==> config.mk <==
export PLATFORM = sky130hd
export DESIGN_NAME = goruntu_akitici
export DESIGN_NICKNAME = d
export VERILOG_FILES = /design/src/rtl/goruntu_akitici_pkg.sv /design/src/rtl/goruntu_akitici_akis_tamponu.sv /design/src/rtl/goruntu_akitici.sv
export SDC_FILE = /design/constraint.sdc
export NUM_CORES = 1
export LEC_CHECK = 0
export CAP_MARGIN = 20
export CELL_PAD_IN_SITES_DETAIL_PLACEMENT = 2
export CELL_PAD_IN_SITES_GLOBAL_PLACEMENT = 2
export CORE_AREA = 2 2 122 171
export DETAILED_ROUTE_END_ITERATION = 7
export DIE_AREA = 0 0 124 173
export GPL_ROUTABILITY_DRIVEN = 1
export GPL_TIMING_DRIVEN = 1
export PLACE_DENSITY_LB_ADDON = 0.1
export SYNTH_ARGS = -nofsm -noshare
export SYNTH_HDL_FRONTEND = slang
export SYNTH_HIERARCHICAL = 1
export SYNTH_SLANG_ARGS = --single-unit
==> constraint.sdc <==
create_clock -name clk_i -period 3.75 [get_ports clk_i]
set_input_delay 0.375 -clock clk_i [delete_from_list [all_inputs] [get_ports clk_i]]
set_output_delay 0.375 -clock clk_i [all_outputs]
set_load 0.01 [all_outputs]
==> src/rtl/goruntu_akitici_pkg.sv <==
// Shared defaults, FSM encoding and a counter-width helper for the frame source.
package goruntu_akitici_pkg;

  localparam int VARSAYILAN_GENISLIK   = 320;
  localparam int VARSAYILAN_YUKSEKLIK  = 240;
  localparam int VARSAYILAN_VERI_BIT   = 8;
  localparam int VARSAYILAN_FILTRE_BIT = 72;
  localparam int VARSAYILAN_ADRES_BIT  = 17;

  typedef enum logic [1:0] {
    BOSTA  = 2'd0,
    AKIS   = 2'd1,
    BOSALT = 2'd2,
    BITTI  = 2'd3
  } durum_e;

  // A one-entry range still needs a 1-bit counter.
  function automatic int sayac_bit(input int n);
    return (n > 1) ? $clog2(n) : 1;
  endfunction

endpackage

==> src/rtl/goruntu_akitici_akis_tamponu.sv <==
// Two-entry output FIFO holding pixel data plus a first-beat flag.
module akis_tamponu #(
  parameter int VERI_BIT = 8
) (
  input  logic                clk_i,
  input  logic                rstn_i,
  input  logic                yaz_i,
  input  logic [VERI_BIT-1:0] yaz_veri_i,
  input  logic                yaz_ilk_i,
  input  logic                oku_i,
  output logic [VERI_BIT-1:0] veri_o,
  output logic                ilk_o,
  output logic [1:0]          dolu_o
);

  logic [VERI_BIT-1:0] veri_q [2];
  logic [VERI_BIT-1:0] veri_d [2];
  logic [1:0]          ilk_q, ilk_d;
  logic                yaz_ptr_q, yaz_ptr_d;
  logic                oku_ptr_q, oku_ptr_d;
  logic [1:0]          dolu_q, dolu_d;

  // The credit check upstream guarantees no push into a full FIFO and no pop when empty.
  always_comb begin
    veri_d    = veri_q;
    ilk_d     = ilk_q;
    yaz_ptr_d = yaz_ptr_q;
    oku_ptr_d = oku_ptr_q;
    if (yaz_i) begin
      veri_d[yaz_ptr_q] = yaz_veri_i;
      ilk_d[yaz_ptr_q]  = yaz_ilk_i;
      yaz_ptr_d         = ~yaz_ptr_q;
    end
    if (oku_i) begin
      oku_ptr_d = ~oku_ptr_q;
    end
    dolu_d = dolu_q + 2'(yaz_i) - 2'(oku_i);
  end

  always_ff @(posedge clk_i or negedge rstn_i) begin
    if (!rstn_i) begin
      veri_q[0] <= '0;
      veri_q[1] <= '0;
      ilk_q     <= '0;
      yaz_ptr_q <= 1'b0;
      oku_ptr_q <= 1'b0;
      dolu_q    <= '0;
    end else begin
      veri_q[0] <= veri_d[0];
      veri_q[1] <= veri_d[1];
      ilk_q     <= ilk_d;
      yaz_ptr_q <= yaz_ptr_d;
      oku_ptr_q <= oku_ptr_d;
      dolu_q    <= dolu_d;
    end
  end

  assign veri_o = veri_q[oku_ptr_q];
  assign ilk_o  = ilk_q[oku_ptr_q];
  assign dolu_o = dolu_q;

endmodule

==> src/rtl/goruntu_akitici.sv <==
// Frame source: latches a filter on start and streams one WxH image from frame memory
// in raster order, with valid/ready flow control and row/frame end markers.
module goruntu_akitici
  import goruntu_akitici_pkg::*;
#(
  parameter int GENISLIK   = VARSAYILAN_GENISLIK,
  parameter int YUKSEKLIK  = VARSAYILAN_YUKSEKLIK,
  parameter int VERI_BIT   = VARSAYILAN_VERI_BIT,
  parameter int FILTRE_BIT = VARSAYILAN_FILTRE_BIT,
  parameter int ADRES_BIT  = VARSAYILAN_ADRES_BIT
) (
  input  logic                  clk_i,
  input  logic                  rstn_i,
  input  logic                  baslat_i,
  input  logic [FILTRE_BIT-1:0] filtre_yukle_i,
  output logic                  mesgul_o,
  output logic                  bitti_o,
  output logic                  bellek_oku_o,
  output logic [ADRES_BIT-1:0]  bellek_adres_o,
  input  logic [VERI_BIT-1:0]   bellek_veri_i,
  output logic                  filtre_etkin_o,
  output logic [FILTRE_BIT-1:0] filtre_o,
  output logic                  veri_etkin_o,
  output logic [VERI_BIT-1:0]   veri_o,
  output logic                  satir_sonu_o,
  output logic                  son_piksel_o,
  input  logic                  veri_hazir_i
);

  localparam int SUTUN_BIT = sayac_bit(GENISLIK);
  localparam int SATIR_BIT = sayac_bit(YUKSEKLIK);
  localparam logic [ADRES_BIT-1:0] SON_ADRES = ADRES_BIT'(GENISLIK * YUKSEKLIK - 1);
  localparam logic [SUTUN_BIT-1:0] SON_SUTUN = SUTUN_BIT'(GENISLIK - 1);
  localparam logic [SATIR_BIT-1:0] SON_SATIR = SATIR_BIT'(YUKSEKLIK - 1);

  durum_e                durum_q, durum_d;
  logic [ADRES_BIT-1:0]  adres_q, adres_d;
  logic                  ucusta_q, ucusta_d;
  logic                  ucusta_ilk_q, ucusta_ilk_d;
  logic [SUTUN_BIT-1:0]  sutun_q, sutun_d;
  logic [SATIR_BIT-1:0]  satir_q, satir_d;
  logic [FILTRE_BIT-1:0] filtre_q, filtre_d;

  logic [VERI_BIT-1:0] tampon_veri;
  logic                tampon_ilk;
  logic [1:0]          tampon_dolu;
  logic                veri_etkin;
  logic                aktarim;
  logic [2:0]          doluluk;
  logic                oku;
  logic                satir_sonu;
  logic                son_piksel;

  akis_tamponu #(
    .VERI_BIT (VERI_BIT)
  ) u_tampon (
    .clk_i      (clk_i),
    .rstn_i     (rstn_i),
    .yaz_i      (ucusta_q),
    .yaz_veri_i (bellek_veri_i),
    .yaz_ilk_i  (ucusta_ilk_q),
    .oku_i      (aktarim),
    .veri_o     (tampon_veri),
    .ilk_o      (tampon_ilk),
    .dolu_o     (tampon_dolu)
  );

  assign veri_etkin = (tampon_dolu != 2'd0);
  assign aktarim    = veri_etkin && veri_hazir_i;

  // Occupancy after this cycle's pop; counting the pop keeps reads back-to-back at full rate.
  assign doluluk = {1'b0, tampon_dolu} + {2'b00, ucusta_q} - {2'b00, aktarim};
  assign oku     = (durum_q == AKIS) && (doluluk < 3'd2);

  assign satir_sonu = veri_etkin && (sutun_q == SON_SUTUN);
  assign son_piksel = satir_sonu && (satir_q == SON_SATIR);

  always_comb begin
    durum_d      = durum_q;
    adres_d      = adres_q;
    sutun_d      = sutun_q;
    satir_d      = satir_q;
    filtre_d     = filtre_q;
    ucusta_d     = oku;
    ucusta_ilk_d = oku && (adres_q == '0);

    case (durum_q)
      BOSTA: begin
        if (baslat_i) begin
          durum_d  = AKIS;
          adres_d  = '0;
          sutun_d  = '0;
          satir_d  = '0;
          filtre_d = filtre_yukle_i;
        end
      end
      AKIS: begin
        if (oku && (adres_q == SON_ADRES)) begin
          durum_d = BOSALT;
        end
      end
      BOSALT: begin
        if (aktarim && son_piksel) begin
          durum_d = BITTI;
        end
      end
      BITTI: begin
        durum_d = BOSTA;
      end
      default: begin
        durum_d = BOSTA;
      end
    endcase

    if (oku && (adres_q != SON_ADRES)) begin
      adres_d = adres_q + ADRES_BIT'(1);
    end

    if (aktarim) begin
      if (sutun_q == SON_SUTUN) begin
        sutun_d = '0;
        satir_d = (satir_q == SON_SATIR) ? '0 : satir_q + SATIR_BIT'(1);
      end else begin
        sutun_d = sutun_q + SUTUN_BIT'(1);
      end
    end
  end

  always_ff @(posedge clk_i or negedge rstn_i) begin
    if (!rstn_i) begin
      durum_q      <= BOSTA;
      adres_q      <= '0;
      ucusta_q     <= 1'b0;
      ucusta_ilk_q <= 1'b0;
      sutun_q      <= '0;
      satir_q      <= '0;
      filtre_q     <= '0;
    end else begin
      durum_q      <= durum_d;
      adres_q      <= adres_d;
      ucusta_q     <= ucusta_d;
      ucusta_ilk_q <= ucusta_ilk_d;
      sutun_q      <= sutun_d;
      satir_q      <= satir_d;
      filtre_q     <= filtre_d;
    end
  end

  assign mesgul_o       = (durum_q != BOSTA);
  assign bitti_o        = (durum_q == BITTI);
  assign bellek_oku_o   = oku;
  assign bellek_adres_o = adres_q;
  assign filtre_etkin_o = veri_etkin && tampon_ilk;
  assign filtre_o       = filtre_q;
  assign veri_etkin_o   = veri_etkin;
  assign veri_o         = tampon_veri;
  assign satir_sonu_o   = satir_sonu;
  assign son_piksel_o   = son_piksel;

endmodule

==> changes_impl.md <==
### Changed

* Routed vias/inst at 4.88
* Root Buffer: clkbuf_16
* Arrival time worst endpoint at 3.08 ns
* Synth warnings at 6
* Violated checks: hold timing
* XOR Share, Synth at 1.35%
* Nets at 750
* Tmin final at 3.45 ns
* Buffers on Ports at 187
* Slew Viols, Final at 0
* FP Util at 29.5%
* R2R setup slack at 0.79 ns
* Ys cells at 455
* Synth area leaders: dfrtp_1, mux2_2, ha_1
* Period utilization at 92.1%
* Most frequent cells in the layout: clkdlybuf4s50_1, dfrtp_1, mux2_2
* YS chip area at 0.00585 mm²
* MUX share of area at 20.2%
* Adder Share, Synth at 2.69%
* CTS tree: built
* Area leader share at 56.4%
* Status: complete, but fails checks
* Seq/Total Area, Yosys at 56.4%
* CP Data Required Time at 3.38 ns
* CP Class: reg2out
* CTS Buffer Depth at 2
* Syn Nets at 551
* Final hold slack at -0.0267 ns
* Resize count post-CTS at 0
* Synth-to-Final Area Change at 47.6%
* Max FFs per register at 72
* Tapcell count at 252
* HP Class: in2async
* H-tree levels at 4
* Final Hold Viols at 3
* Pin count of the biggest net entering global routing at 85
* Post-synth top area cell: dfrtp_1
* Logic share of the area at 28.0%
* Syn_area_per_cell at 12.9 µm²
* Fin area at 0.00864 mm²
* Layout cells sized above 1 at 23.8%
* Most Crowded Layer GR: met2
* Power Internal at 4.72 mW
* Placement Cell Area at 0.00803 mm²
* Met2 WL at 10.8 mm
* Slew @ Worst Pin at 0.870 ns
* Vias in the first global route at 5176
* Top cell category: flip-flops and latches
* Final setup fails at 0
* Net Sw Frac at 31.6%
* Routed metal-1 wire length at 6.96 mm
* Fill count at 2042
* Total gr overflow at 0
* FF/Latch Area at 0.00330 mm²
* Clock buf/inv share at 7.01%
* Multi-input gates at 292
* Yosys reg bits at 132
* Syn Inst Count at 455
* Cell family with most CP delay: buffers and inverters
* Final Wtd Congestion at 0.763
* Die area at 0.0215 mm²
* # IOs at 188
* Yosys cell types at 58
* Logic pwr share at 40.8%
* Critical path origin: u_tampon/dolu_o[1]
* Setup repair bufs after CTS at 0
* Hpwl dp at 13.6 mm
* Top sig layer: met4
* Final worst setup slack at 0.296 ns
* Critical Path Stages at 9
* Final cell count without fillers at 919
power_grid.png
Scale bar: 20 µm. Pins as bars on the die edge.
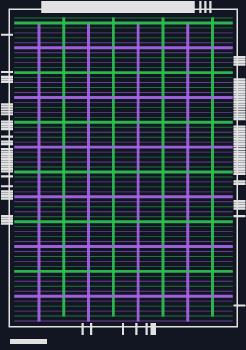
purple -> VSS
green -> VDD
met1 rails = 62
rows = 61
met4 straps = 8
signal pins = 188
Max VDD drop: 0.000324 V
Die Span X: 124 µm

placement_by_type.png
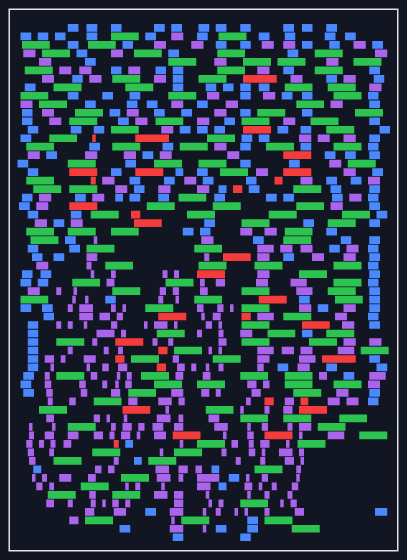
green -> sequential cells  # cells 132
red -> clock drivers and dummy loads  # cells 32
blue -> remaining buffers and delay cells  # cells 195
purple -> combinational and other logic  # cells 308
final design utilization: 43.5%
fraction of area in registers: 38.2%
num rows: 61

clk_routes.png
Scale bar: 20 µm.
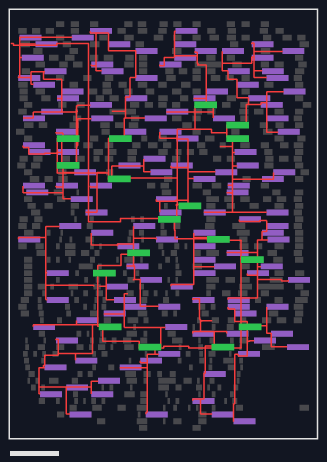
red -> clock wires  # length 2000 µm
purple -> flip-flops  # count 132
green -> clock drivers  # count 17
flops lie = all over the die
clock skew: 0.0156 ns
Clock power frac: 25.0%
clk latency late pin: 0.42 ns

wires.png
Scale bar: 20 µm.
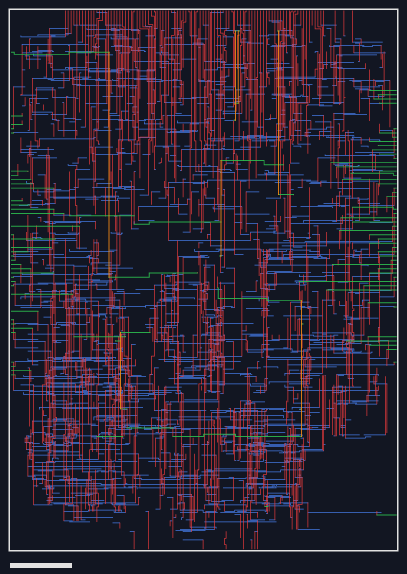
red -> metal 2  # wire length 10800 µm
green -> metal 3  # wire length 883 µm
orange -> metal 4  # wire length 275 µm
blue -> metal 1  # wire length 6960 µm
total wire length: 18.9 mm
via count: 4488
Tot GR Track Use: 18.5%
drt wl/cell: 20.6 µm

clocks.png
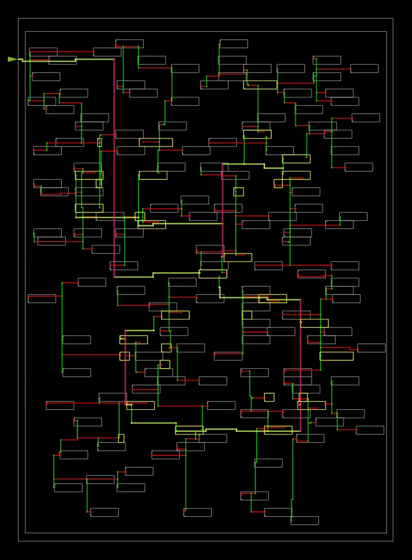
registers: 132
Layout clock buffers: 18
CTS buffer count: 17
Clk. pwr: 1.73 mW
TritonCTS sink count: 132

Power and IR drop assume default switching activity.
